**Clock routing**

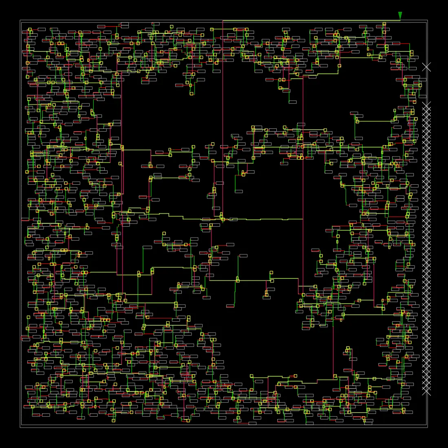
**Where the registers sit**

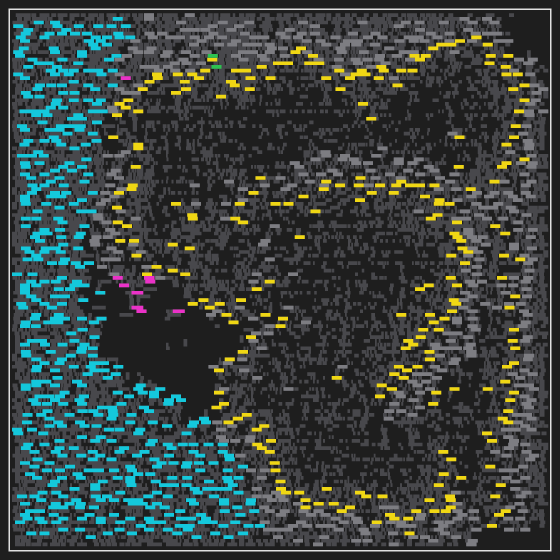
**Clock network drawn from the DEF**

The bar under the picture is 100 um long.
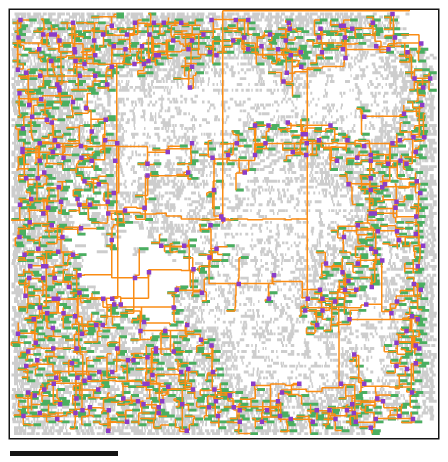
**Placed cells, one colour a class**

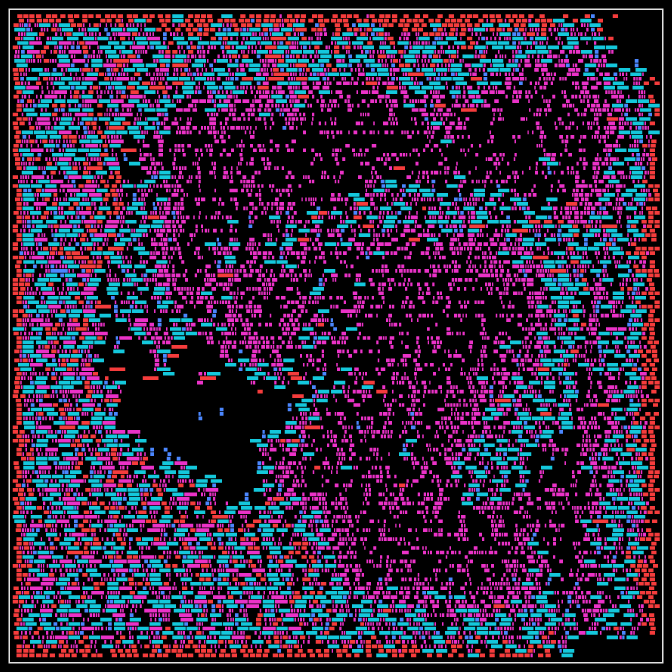
--- src/rtl/mod_reducer.sv ---
// mod_reducer: sequential restoring shift-subtract reduction R = P mod M.
// Consumes the 2*WIDTH-bit product of the upstream multiplier one bit per
// cycle; defining MOD_REDUCER_RADIX4_EN consumes two bits per cycle instead.
module mod_reducer #(
  parameter int unsigned WIDTH = 256
) (
  input  logic               clock,
  input  logic               reset,
  input  logic               start,
  input  logic [2*WIDTH-1:0] P,
  input  logic [WIDTH-1:0]   M,
  output logic               busy,
  output logic               done,
  output logic [WIDTH-1:0]   R,
  output logic               err
);

  localparam int unsigned PW = 2 * WIDTH;
  localparam int unsigned CW = $clog2(PW);

  typedef enum logic [1:0] {
    IDLE = 2'd0,
    RUN  = 2'd1,
    DONE = 2'd2
  } state_t;

  state_t           state;
  logic [PW-1:0]    preg;
  logic [WIDTH-1:0] mreg;
  logic [WIDTH-1:0] acc;
  logic [CW-1:0]    cnt;
  logic [WIDTH-1:0] acc_next;

  // One restoring step: shift in a bit, subtract the modulus if it fits.
  // The result is always below m, so it fits back into WIDTH bits.
  function automatic logic [WIDTH-1:0] cond_sub(
    input logic [WIDTH-1:0] a,
    input logic             b,
    input logic [WIDTH-1:0] m
  );
    logic [WIDTH:0] t;
    t = {a, b};
    if (t >= {1'b0, m}) begin
      cond_sub = WIDTH'(t - {1'b0, m});
    end else begin
      cond_sub = WIDTH'(t);
    end
  endfunction

`ifdef MOD_REDUCER_RADIX4_EN
  localparam logic [CW-1:0] CNT_INIT = CW'(PW - 2);
  localparam logic [CW-1:0] CNT_STEP = CW'(2);

  // Two chained steps per cycle; cnt marks the lower bit of the pair.
  always_comb begin
    acc_next = cond_sub(cond_sub(acc, preg[CW'(cnt + CW'(1))], mreg),
                        preg[cnt], mreg);
  end
`else
  localparam logic [CW-1:0] CNT_INIT = CW'(PW - 1);
  localparam logic [CW-1:0] CNT_STEP = CW'(1);

  // Single step per cycle on bit cnt.
  always_comb begin
    acc_next = cond_sub(acc, preg[cnt], mreg);
  end
`endif

  // Control FSM, datapath registers and registered outputs.
  always_ff @(posedge clock) begin
    if (!reset) begin
      state <= IDLE;
      preg  <= '0;
      mreg  <= '0;
      acc   <= '0;
      cnt   <= '0;
      busy  <= 1'b0;
      done  <= 1'b0;
      err   <= 1'b0;
      R     <= '0;
    end else begin
      case (state)
        IDLE: begin
          done <= 1'b0;
          if (start) begin
            preg <= P;
            mreg <= M;
            acc  <= '0;
            cnt  <= CNT_INIT;
            busy <= 1'b1;
            if (M == '0) begin
              state <= DONE;
              R     <= '0;
              err   <= 1'b1;
              done  <= 1'b1;
            end else begin
              state <= RUN;
            end
          end
        end
        RUN: begin
          acc <= acc_next;
          if (cnt == '0) begin
            state <= DONE;
            R     <= acc_next;
            err   <= 1'b0;
            done  <= 1'b1;
          end else begin
            cnt <= cnt - CNT_STEP;
          end
        end
        DONE: begin
          state <= IDLE;
          done  <= 1'b0;
          busy  <= 1'b0;
        end
        default: begin
          state <= IDLE;
          done  <= 1'b0;
          busy  <= 1'b0;
        end
      endcase
    end
  end

endmodule

--- config.mk ---
export PLATFORM = sky130hd
export DESIGN_NAME = mod_reducer
export DESIGN_NICKNAME = d
export VERILOG_FILES = /design/src/rtl/mod_reducer.sv
export SDC_FILE = /design/constraint.sdc
export NUM_CORES = 2
export LEC_CHECK = 0
export ABC_CLOCK_PERIOD_IN_PS = 12800
export CORE_UTILIZATION = 45
export CTS_BUF_LIST = sky130_fd_sc_hd__clkbuf_4
export CTS_CLUSTER_DIAMETER = 80
export DETAILED_ROUTE_END_ITERATION = 10
export GPL_ROUTABILITY_DRIVEN = 1
export GPL_TIMING_DRIVEN = 0
export MAX_ROUTING_LAYER = met4
export PLACE_DENSITY = 0.75
export REMOVE_ABC_BUFFERS = 1
export SLEW_MARGIN = 5
export SYNTH_ARGS = -nofsm -noshare
export SYNTH_HDL_FRONTEND = slang
export SYNTH_SLANG_ARGS = --single-unit
--- constraint.sdc ---
create_clock -name clock -period 12.8 [get_ports clock]
set_input_delay 2.56 -clock clock [delete_from_list [all_inputs] [get_ports clock]]
set_output_delay 2.56 -clock clock [all_outputs]
set_load 0.02 [all_outputs]
==> reports/qor.yml <==
yosys:
  ys_sh_aoi_pct: 22.9
  synthCells: 9354
  synth_cell_types: 86
  synthArstFlopShare_pct: 0
  synthXorXnorAreaFrac_pct: 3.20
  simple_gate_area_share_pct: 20.5
  synth_top_cell_by_count: "nand2_1"
  largest_area_cell: "dfxtp_1"
  syn_area_mm2: 0.0701
  yosys.stat.seqShare_pct: 36.9
  edf_count: 0
  top_cells_by_area: "dfxtp_1, nand2_1, a21oi_1"
  mux_share_pct: 6.18
worst_setup_path:
  crit_start: "cnt[0]"
  ff2ff_path_depth: 26
  crit_cells: 26
  crit-reg2reg-launch: "cnt[0]"
routing:
  first_iter_violations: 7125
  drc: 106
  post_drt_wl_per_cell_um: 24.0
  vias: 73660
  m1WireLength_um: 123000
  avgViaCountPerCell: 5.86
sta:
  fmax_mhz: 87.1
  setup_viol: 0
  max-slew-margin-rel_pct: 9.58
pwr:
  power_leakage_uw: 0.0347
  vdd_drop_max_mv: 0.0932
  switching_share_pct: 36.7
  power_density_mw_per_mm2: 134
  p_seq_share_pct: 37.5
final_layout:
  drive_gt1_share_pct: 8.87
  layout_top_cells: "nand2_1, a21oi_1, dfxtp_1"
  stdcell_count: 12577
  comb_share_pct: 46.2
die:
  initial_core_util_pct: 45.4
  pin_count: 1030
  die_h_um: 397
outcome:
  status: "finished with violations"
  violations: "DRC"
global_route:
  antenna_found_initial: 48
  track_usage_pct: 38.0
  grt_pass1_wl_um: 440000
cts:
  clockBufferDepth: 4
min_path:
  hp-class: "reg -> reg"
  hold_path_depth: 2
Back to the opening pictures, 'clock routing':
clk_buf instances: 512
sequential cell count: 1,294

Back to the opening pictures, 'where the registers sit':
- `preg`: cyan (flops 512)
- `cnt`: magenta (flops 9; where middle left)
- `state`: green (flops 2)
- `acc`: yellow (flops 256; where spread over the die)
- not coloured: 515
Seq. pwr: 4390 uW
fin util: 56.6%
Flop area: 0.0259 mm^2
flop share of the area: 29.7%

Back to the opening pictures, 'clock network drawn from the DEF':
- flip-flops: green (count 1,294)
- clock wires: orange (length 19,500 um)
- clock drivers: purple (count 364)
- flops lie: spread over the die
- routed clock nets: 365
clk_skew: 0.142 ns
clock power share: 31.2%
P_clk: 3650 uW
clk_lat worst skew: 1.41 ns

Back to the opening pictures, 'placed cells, one colour a class':
- flops: cyan (cells 1,294; share of their area 31%)
- clock drivers and dummy loads: blue (cells 594; share of their area 5.0%)
- combinational and other logic: magenta (cells 7,414; share of their area 49%)
- other buffers and delay cells: red (cells 1,184; share of their area 15%)
num rows: 144
area of the core: 0.154 mm^2

Power is estimated from default activity; no workload was simulated.
